Fig. 1: the clock network
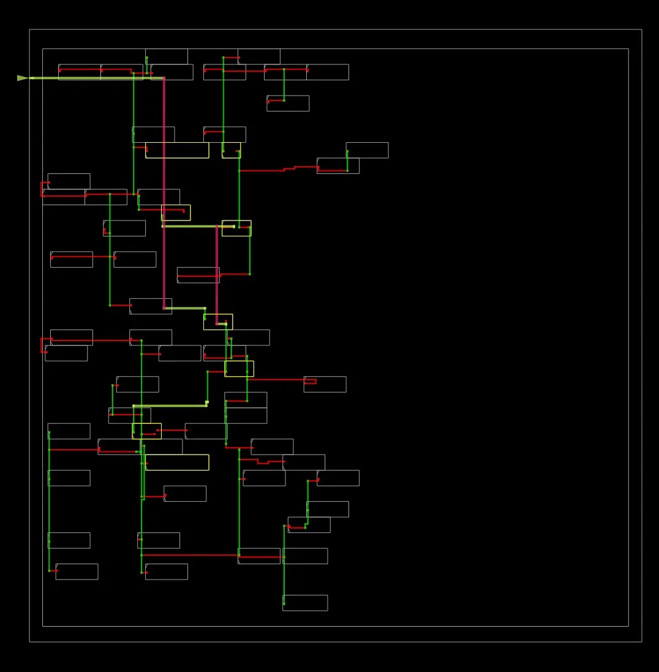
Fig. 2: signal wires on met2
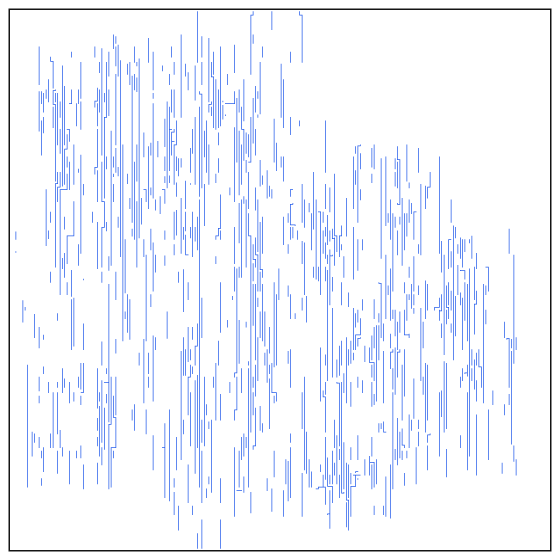
$ cat src/rtl/keypad_scan.sv
// keypad_scan: 4x4 active-low matrix keypad scanner.
// Rotates a single active-low column strobe, samples the synchronized rows
// once per column slot, classifies each full scan as none/single/multi,
// debounces over DEBOUNCE_SCANS identical scans, and reports new key presses.
// Optional build macro: KEYPAD_DIGIT_MAP_EN -- when defined, key_code is the
// printed keypad legend; otherwise key_code is {row index, column index}.
module keypad_scan #(
    parameter int SCAN_DIV       = 5,   // clock cycles per column slot, 4..255
    parameter int DEBOUNCE_SCANS = 1    // identical scans before acceptance, 1..15
) (
    input  logic       clk,
    input  logic       rst,
    input  logic [3:0] row,
    output logic [3:0] col,
    output logic       key_valid,
    output logic [3:0] key_code,
    output logic       key_held,
    output logic       multi_key
);

    localparam logic [7:0] SLOT_LAST     = 8'(SCAN_DIV - 1);
    localparam logic [3:0] STABLE_TARGET = 4'(DEBOUNCE_SCANS);

    typedef enum logic [1:0] {
        COL_0,
        COL_1,
        COL_2,
        COL_3
    } col_state_e;

    typedef enum logic [1:0] {
        RES_NONE,
        RES_SINGLE,
        RES_MULTI
    } res_kind_e;

    // Position fields are only meaningful for RES_SINGLE and are kept zero
    // otherwise, so whole-struct equality compares scan results directly.
    typedef struct packed {
        res_kind_e  kind;
        logic [1:0] r;
        logic [1:0] c;
    } scan_res_t;

    localparam scan_res_t RES_IDLE = '{kind: RES_NONE, r: 2'd0, c: 2'd0};

    // Translate a (row, column) position into the reported key code.
    function automatic logic [3:0] key_map(input logic [1:0] r, input logic [1:0] c);
        logic [3:0] code;
`ifdef KEYPAD_DIGIT_MAP_EN
        case ({r, c})
            4'd0:    code = 4'h1;
            4'd1:    code = 4'h2;
            4'd2:    code = 4'h3;
            4'd3:    code = 4'hA;
            4'd4:    code = 4'h4;
            4'd5:    code = 4'h5;
            4'd6:    code = 4'h6;
            4'd7:    code = 4'hB;
            4'd8:    code = 4'h7;
            4'd9:    code = 4'h8;
            4'd10:   code = 4'h9;
            4'd11:   code = 4'hC;
            4'd12:   code = 4'hE;
            4'd13:   code = 4'h0;
            4'd14:   code = 4'hF;
            default: code = 4'hD;
        endcase
`else
        code = {r, c};
`endif
        return code;
    endfunction

    logic [3:0]       row_meta_q;
    logic [3:0]       row_sync_q;

    logic [7:0]       slot_q, slot_d;
    col_state_e       col_state_q, col_state_d;
    logic [2:0][3:0]  samp_q, samp_d;      // rows captured for columns 0..2

    logic [3:0][3:0]  grid;                // full scan, grid[c] = rows of column c
    logic [4:0]       n_low;
    logic [1:0]       pos_r, pos_c;
    scan_res_t        scan_res;

    logic [3:0]       stab_q, stab_d;
    scan_res_t        prev_q, prev_d;
    scan_res_t        acc_q, acc_d;

    logic             key_valid_q, key_valid_d;
    logic [3:0]       key_code_q, key_code_d;
    logic             key_held_q, key_held_d;
    logic             multi_key_q, multi_key_d;

    logic             sample_edge;
    logic             scan_end;

    assign sample_edge = (slot_q == SLOT_LAST);
    assign scan_end    = sample_edge && (col_state_q == COL_3);

    // Two-flop synchronizer for the asynchronous row lines; idles at "no key".
    always_ff @(posedge clk) begin
        if (rst) begin
            row_meta_q <= 4'hF;
            row_sync_q <= 4'hF;
        end else begin
            // NOTE: non-blocking assignments make both flops load the value
            // present before the edge, giving a true two-stage delay.
            row_meta_q <= row;
            row_sync_q <= row_meta_q;
        end
    end

    // Column rotation FSM: slot timing, column advance and per-column capture.
    always_comb begin
        // NOTE: every output of this block is given a default first, so no
        // path leaves a signal unassigned and no latch is inferred.
        slot_d      = slot_q + 8'd1;
        col_state_d = col_state_q;
        samp_d      = samp_q;
        if (sample_edge) begin
            slot_d = 8'd0;
            case (col_state_q)
                COL_0: begin
                    samp_d[0]   = row_sync_q;
                    col_state_d = COL_1;
                end
                COL_1: begin
                    samp_d[1]   = row_sync_q;
                    col_state_d = COL_2;
                end
                COL_2: begin
                    samp_d[2]   = row_sync_q;
                    col_state_d = COL_3;
                end
                default: begin
                    col_state_d = COL_0;
                end
            endcase
        end
    end

    // Drive exactly one active-low column line for the current column state.
    always_comb begin
        case (col_state_q)
            COL_0:   col = 4'b0111;
            COL_1:   col = 4'b1011;
            COL_2:   col = 4'b1101;
            default: col = 4'b1110;
        endcase
    end

    // Classify the full scan; column 3 is taken live from the synchronizer
    // because its sample is being captured on this very edge.
    always_comb begin
        grid[0]  = samp_q[0];
        grid[1]  = samp_q[1];
        grid[2]  = samp_q[2];
        grid[3]  = row_sync_q;
        n_low    = 5'd0;
        pos_r    = 2'd0;
        pos_c    = 2'd0;
        scan_res = RES_IDLE;
        for (int c = 0; c < 4; c++) begin
            for (int b = 0; b < 4; b++) begin
                if (!grid[c][b]) begin
                    n_low = n_low + 5'd1;
                    pos_r = 2'(3 - b);      // row bit 3 is row index 0
                    pos_c = 2'(c);
                end
            end
        end
        if (n_low == 5'd1) begin
            scan_res = '{kind: RES_SINGLE, r: pos_r, c: pos_c};
        end else if (n_low > 5'd1) begin
            scan_res.kind = RES_MULTI;
        end
    end

    // Debounce over consecutive scans and derive the key reporting outputs.
    always_comb begin
        stab_d      = stab_q;
        prev_d      = prev_q;
        acc_d       = acc_q;
        key_valid_d = 1'b0;
        multi_key_d = 1'b0;
        key_code_d  = key_code_q;
        key_held_d  = key_held_q;
        if (scan_end) begin
            prev_d = scan_res;
            if (scan_res != prev_q) begin
                stab_d = 4'd1;
            end else if (stab_q < STABLE_TARGET) begin
                stab_d = stab_q + 4'd1;
            end

            if (stab_d == STABLE_TARGET) begin
                case (scan_res.kind)
                    RES_SINGLE: begin
                        key_held_d = 1'b1;
                        // Any change of accepted result, including from
                        // none/multi or from another key, reports a press.
                        if (acc_q != scan_res) begin
                            key_valid_d = 1'b1;
                            key_code_d  = key_map(scan_res.r, scan_res.c);
                        end
                    end
                    RES_MULTI: begin
                        key_held_d = 1'b0;
                        if (acc_q.kind != RES_MULTI) begin
                            multi_key_d = 1'b1;
                        end
                    end
                    default: begin
                        key_held_d = 1'b0;
                    end
                endcase
                acc_d = scan_res;
            end
        end
    end

    // State and output registers; reset aborts any scan in progress.
    always_ff @(posedge clk) begin
        if (rst) begin
            slot_q      <= 8'd0;
            col_state_q <= COL_0;
            // NOTE: the sample bank is reset on purpose so a scan aborted by
            // reset can never leak stale column data into the next result.
            samp_q      <= '1;
            stab_q      <= 4'd0;
            prev_q      <= RES_IDLE;
            acc_q       <= RES_IDLE;
            key_valid_q <= 1'b0;
            key_code_q  <= 4'h0;
            key_held_q  <= 1'b0;
            multi_key_q <= 1'b0;
        end else begin
            slot_q      <= slot_d;
            col_state_q <= col_state_d;
            samp_q      <= samp_d;
            stab_q      <= stab_d;
            prev_q      <= prev_d;
            acc_q       <= acc_d;
            key_valid_q <= key_valid_d;
            key_code_q  <= key_code_d;
            key_held_q  <= key_held_d;
            multi_key_q <= multi_key_d;
        end
    end

    assign key_valid = key_valid_q;
    assign key_code  = key_code_q;
    assign key_held  = key_held_q;
    assign multi_key = multi_key_q;

endmodule

$ cat config.mk
export PLATFORM = sky130hd
export DESIGN_NAME = keypad_scan
export DESIGN_NICKNAME = d
export VERILOG_FILES = /design/src/rtl/keypad_scan.sv
export SDC_FILE = /design/constraint.sdc
export NUM_CORES = 1
export LEC_CHECK = 0
export CAP_MARGIN = 10
export CORE_MARGIN = 2
export CORE_UTILIZATION = 42
export CTS_CLUSTER_DIAMETER = 150
export DETAILED_ROUTE_END_ITERATION = 8
export SETUP_SLACK_MARGIN = 0.5
export SYNTH_ARGS = -nofsm -noshare
export SYNTH_HDL_FRONTEND = slang
export SYNTH_SLANG_ARGS = --single-unit
$ cat constraint.sdc
create_clock -name clk -period 11.4 [get_ports clk]
set_input_delay 1.71 -clock clk [delete_from_list [all_inputs] [get_ports clk]]
set_output_delay 1.71 -clock clk [all_outputs]
set_load 0.01 [all_outputs]
==> results.toml <==
# yosys + openroad results
[global_route]
grt.total_usage = 0.160
top_usage_layer = "met2"
grt_first_pass_wirelength_um = 15400
met2_usage = 0.284

[pwr]
internal_power_uw = 332
power_uw = 468
comb_cell_power_uw = 126
p_per_area_nw_per_um2 = 94.3
peakVddDrop_uv = 85.8
power.sequential.total_uw = 190

[logic_synthesis]
edf_count = 0
yosysUniqueCellTypes = 72
fp_nets = 556
synth_top_cell_by_area = "dfxtp_1"
netlist.area_leader.share = 0.235
synth_top_cell_by_count = "nor2_1"
syn_area_per_cell_sq_um = 8.49
yosys.stat.seqShare = 0.235
xor_area_frac = 0.182
ys_sh_aoi = 0.162
adder_share = 0.0790

[routing]
wl_met2_um = 4310
wl_met3_um = 136
dr.pass1.iters = 5

[critical_path]
start_kind = "flip-flop"
slowest_delay_ps = 370
cp-startpoint = "grid[0]"
crit_type = "flip-flop to flip-flop"

[cts]
cts-root-buf = "clkbuf_8"
cts.reportedPaths.clkPinSlew_ps = 110
htree_num_levels = 2

[timing]
max_slew.worst_pin.slew_ps = 1060
fin_hold_ws_ps = 411
layout_min_cycle_time_ps = 10250
setup_slack_ps = 1150

[finish]
logic_area_sq_um = 3240
layout-drive-gt1-share = 0.149
area.growth.synth_to_final_pct = 12.0
insertedDiodeCount = 0

[place]
dp_slack_ps = 640
gp_congestion = 0.832
hpwl_um = 6710

[job]
drv_cap = 0

[status]
status = "complete, no violations"

[floorplan]
fp_util = 0.431
-- Fig. 1 (at the start) --
Final Skew: 13.8 ps
clock buf count: 5
Power Clock: 152 uW
CTS buffer count: 5

-- Fig. 2 (at the start) --
The longest straight run is 56.8 um. The layer holds 48% of the routed length. The wires run mostly vertical.
drt total wl: 8910 um
vias post-DR: 3487

[cell type report]
| type | count | area share |
|---|---|---|
| sequential | 52 | 0.210 |
| multi-input combinational | 412 | 0.654 |
| clock inverter | 3 | 0.0139 |
| timing repair buffer | 25 | 0.0481 |
| tap | 136 | 0.0343 |
| clock buffer | 5 | 0.0139 |
| inverter | 33 | 0.0260 |
[state kept, by name (all words and copies together) (netlist names)]
| name | flops |
|---|---|
| grid | 12 |
| slot_q | 8 |
| acc_q | 6 |
| prev_q | 6 |
| key_code | 4 |
| row_meta_q | 4 |
| row_sync_q | 4 |
| stab_q | 4 |
| col_state_q | 2 |
| key_valid | 1 |
| multi_key | 1 |
No activity file was given, so power comes from the tool's default toggle rates.
